--- src/rtl/battle_pkg.sv ---
// Shared types for the tank/missile blocks: fire-control states, headings and counter sizing.
// Used by missile_fire_ctrl (optional macro MISSILE_AUTO_FIRE_EN) and frame_counter.
package battle_pkg;

    typedef enum logic [1:0] {
        IDLE     = 2'd0,
        FIRE     = 2'd1,
        FLIGHT   = 2'd2,
        COOLDOWN = 2'd3
    } fire_state_t;

    typedef logic [1:0] dir_t;

    localparam dir_t DIR_UP    = 2'b00;
    localparam dir_t DIR_RIGHT = 2'b01;
    localparam dir_t DIR_DOWN  = 2'b10;
    localparam dir_t DIR_LEFT  = 2'b11;

    // Bits needed to hold the values 0..n.
    function automatic int counter_width(input int n);
        return $clog2(n + 1);
    endfunction

endpackage

--- src/rtl/frame_counter.sv ---
// Counts enable pulses (startOfFrame qualified by the caller) up to N, pulsing done on the Nth.
// clear wins over enable and holds the count at zero.
module frame_counter
    import battle_pkg::*;
#(
    parameter int N = 8
) (
    input  logic clk,
    input  logic resetN,
    input  logic clear,
    input  logic enable,
    output logic done
);

    localparam int W = counter_width(N);
    localparam logic [W-1:0] LAST = W'(N - 1);

    logic [W-1:0] count;

    // done is combinational so the owner reacts on the same edge that wraps the count.
    assign done = enable && !clear && (count == LAST);

    always_ff @(posedge clk or negedge resetN) begin
        if (!resetN) begin
            count <= '0;
        end else if (clear) begin
            count <= '0;
        end else if (enable) begin
            count <= done ? '0 : count + 1'b1;
        end
    end

endmodule

--- src/rtl/missile_fire_ctrl.sv ---
// Turns the raw shoot key into one-cycle fire requests with cooldown, flight tracking and reloading ammo.
// Optional macro MISSILE_AUTO_FIRE_EN: a held key re-fires every time the controller returns to IDLE.
module missile_fire_ctrl
    import battle_pkg::*;
#(
    parameter int MAX_AMMO        = 3,
    parameter int RELOAD_FRAMES   = 60,
    parameter int COOLDOWN_FRAMES = 8,
    parameter int FLIGHT_TIMEOUT  = 4
) (
    input  logic       clk,
    input  logic       resetN,
    input  logic       startOfFrame,
    input  logic       fireKey,
    input  logic [1:0] tankDir,
    input  logic       missileActive,
    output logic       fireReq,
    output logic [1:0] shotDir,
    output logic [3:0] ammoCount,
    output logic       ready,
    output logic [1:0] stateDbg
);

    localparam logic [3:0] AMMO_FULL = 4'(MAX_AMMO);

    fire_state_t state;
    logic        seenActive;
    logic        keyMeta;
    logic        keySync;
    logic        keySync_d;
    logic        keyEdge;
    logic        trigger;
    logic        fireGo;
    logic        cdDone;
    logic        toDone;
    logic        rlDone;

    // Two-flop synchroniser for the asynchronous key, plus one more flop for the rising-edge detect.
    always_ff @(posedge clk or negedge resetN) begin
        if (!resetN) begin
            keyMeta   <= 1'b0;
            keySync   <= 1'b0;
            keySync_d <= 1'b0;
        end else begin
            keyMeta   <= fireKey;
            keySync   <= keyMeta;
            keySync_d <= keySync;
        end
    end

    assign keyEdge = keySync & ~keySync_d;

`ifdef MISSILE_AUTO_FIRE_EN
    assign trigger = keyEdge | keySync;
`else
    assign trigger = keyEdge;
`endif

    // Presses outside IDLE, or with no ammo or a missile still drawn, are simply dropped.
    assign fireGo = (state == IDLE) && trigger && (ammoCount != 4'd0) && !missileActive;

    frame_counter #(.N(COOLDOWN_FRAMES)) u_cooldown (
        .clk    (clk),
        .resetN (resetN),
        .clear  (state != COOLDOWN),
        .enable (startOfFrame && (state == COOLDOWN)),
        .done   (cdDone)
    );

    frame_counter #(.N(FLIGHT_TIMEOUT)) u_flight_timeout (
        .clk    (clk),
        .resetN (resetN),
        .clear  ((state != FLIGHT) || seenActive),
        .enable (startOfFrame && (state == FLIGHT)),
        .done   (toDone)
    );

    // The reload counter is parked at zero whenever the magazine is full.
    frame_counter #(.N(RELOAD_FRAMES)) u_reload (
        .clk    (clk),
        .resetN (resetN),
        .clear  (ammoCount >= AMMO_FULL),
        .enable (startOfFrame),
        .done   (rlDone)
    );

    // fireReq is a bare one-cycle strobe with no ready: the mover acknowledges only through missileActive.
    always_ff @(posedge clk or negedge resetN) begin
        if (!resetN) begin
            state      <= IDLE;
            fireReq    <= 1'b0;
            shotDir    <= DIR_UP;
            ammoCount  <= AMMO_FULL;
            seenActive <= 1'b0;
        end else begin
            fireReq <= 1'b0;
            case (state)
                IDLE: begin
                    if (fireGo) begin
                        state   <= FIRE;
                        fireReq <= 1'b1;
                        shotDir <= tankDir;
                    end
                end
                FIRE: begin
                    state      <= FLIGHT;
                    seenActive <= 1'b0;
                end
                FLIGHT: begin
                    if (missileActive) begin
                        seenActive <= 1'b1;
                    end
                    if (seenActive && !missileActive) begin
                        state <= COOLDOWN;
                    end else if (!seenActive && !missileActive && toDone) begin
                        state <= COOLDOWN;
                    end
                end
                COOLDOWN: begin
                    if (cdDone) begin
                        state <= IDLE;
                    end
                end
                default: begin
                    state <= IDLE;
                end
            endcase

            // A reload landing on the same edge as a shot cancels out.
            if (fireGo && !rlDone) begin
                ammoCount <= ammoCount - 1'b1;
            end else if (!fireGo && rlDone && (ammoCount < AMMO_FULL)) begin
                ammoCount <= ammoCount + 1'b1;
            end
        end
    end

    assign ready    = (state == IDLE) && (ammoCount != 4'd0);
    assign stateDbg = state;

endmodule
--- config.mk ---
export PLATFORM = sky130hd
export DESIGN_NAME = missile_fire_ctrl
export DESIGN_NICKNAME = d
export VERILOG_FILES = /design/src/rtl/battle_pkg.sv /design/src/rtl/frame_counter.sv /design/src/rtl/missile_fire_ctrl.sv
export SDC_FILE = /design/constraint.sdc
export NUM_CORES = 1
export LEC_CHECK = 0
export CAP_MARGIN = 20
export CORE_MARGIN = 2
export CORE_UTILIZATION = 58
export CTS_BUF_LIST = sky130_fd_sc_hd__clkbuf_4 sky130_fd_sc_hd__clkbuf_8 sky130_fd_sc_hd__clkbuf_16
export DETAILED_ROUTE_END_ITERATION = 10
export HOLD_SLACK_MARGIN = 0.03
export PLACE_DENSITY = 0.89
export SYNTH_ARGS = -nofsm -noshare
export SYNTH_HDL_FRONTEND = slang
export SYNTH_SLANG_ARGS = --single-unit
--- constraint.sdc ---
create_clock -name clk -period 2.98 [get_ports clk]
set_input_delay 0.298 -clock clk [delete_from_list [all_inputs] [get_ports clk]]
set_output_delay 0.298 -clock clk [all_outputs]
set_load 0.01 [all_outputs]
==> results.toml <==
# generated from flow reports
[power_and_ir_drop]
power_frac_comb = 0.289
power_uw = 868
power.share.clock = 0.195
p_seq_uw = 448

[worst_setup_path]
cp_num_buf_inv = 2
cp_top_family = "flip-flops"

[detailed_routing]
antenna_left = 0
viasPerCell = 5.77

[floorplan]
initCoreUtil = 0.613
rows = 17

[global_routing]
grt_start_max_net_pins = 27
grt_use_total = 0.197

[final_layout]
fill_cells = 179
top_regs = "u_reload.count (6), ammoCount (4), u_cooldown.count (4)"
layout_top_cell = "dfrtp_1"
final-comb-area_um2 = 658
final_cell_mix = "24 x dfrtp_1, 16 x clkdlybuf4s50_1, 9 x nand2_1, 8 x ha_1"

[place]
globalplace.congestion = 0.711

[synthesis]
edf_count = 0
top_area_cell = "dfrtp_1"
async_reset_ff_frac = 1.00
topCellsByArea = "dfrtp_1 44%, ha_1 7.4%, dfstp_2 3.9%"
yosysChipArea_mm2 = 0.00136

[outcome]
status = "completed"

[sta]
tightest_slew_ns = 0.453
post-route-period-util = 0.745

[worst_hold_path]
hold_path.class = "in2async"
## metrics by stage
stage	instance area (µm²)	cells
after CTS	1570	159
after global routing	1570	159
final	1570	159
after global placement	1540	155
after detailed placement	1540	155
after floorplan	1360	112
## worst paths after layout
check	cells past startpoint	start	slack (ns)	to
worst max-delay path	11	stateDbg[0]	0.76	ammoCount[2]
max in group asynchronous	2	resetN	2.38	ammoCount[1]
worst min-delay path	2	resetN	0.30	u_reload.count[5]
worst max register to register	11	stateDbg[0]	0.76	ammoCount[2]
worst min register to register	0	keyMeta	0.37	keySync
min in group clk	0	keyMeta	0.37	keySync
## cells in the mapped netlist (4+ instances only)
library cell,count
nand3_1,6
a21oi_1,4
mux2_2,4
xor2_1,4
nor2_1,6
a22o_1,4
inv_1,6
dfrtp_1,24
nand2_1,9
ha_1,8
==> images/wires.png <==
Two of the layers only.
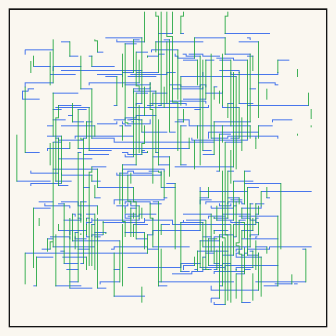
Key: green = metal 2 [wire length 1190 µm]; blue = metal 1 [wire length 1050 µm]

==> images/clocks.png <==
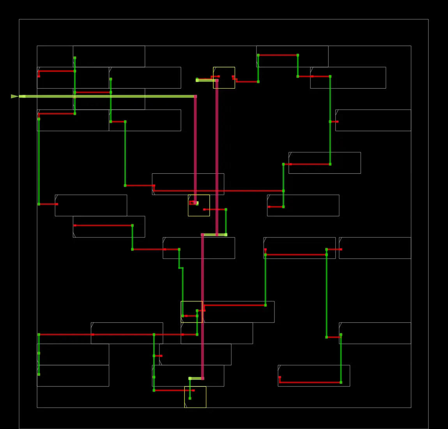
flop count: 26
CLK BUF: 4
# clock sinks: 26

==> images/flops_by_reg.png <==
Scale bar: 20 µm.
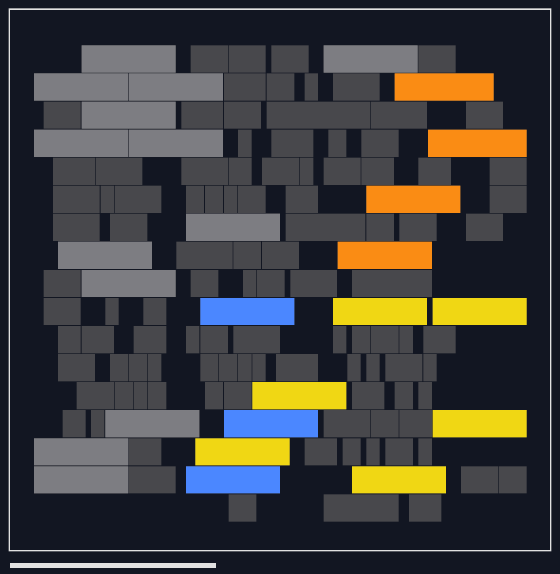
Key: orange = `ammoCount` [placed flops 4]; yellow = `u_reload.count` [placed flops 6]; blue = `u_flight_timeout.count` [placed flops 3]
Another 13 sequential cells are not coloured.

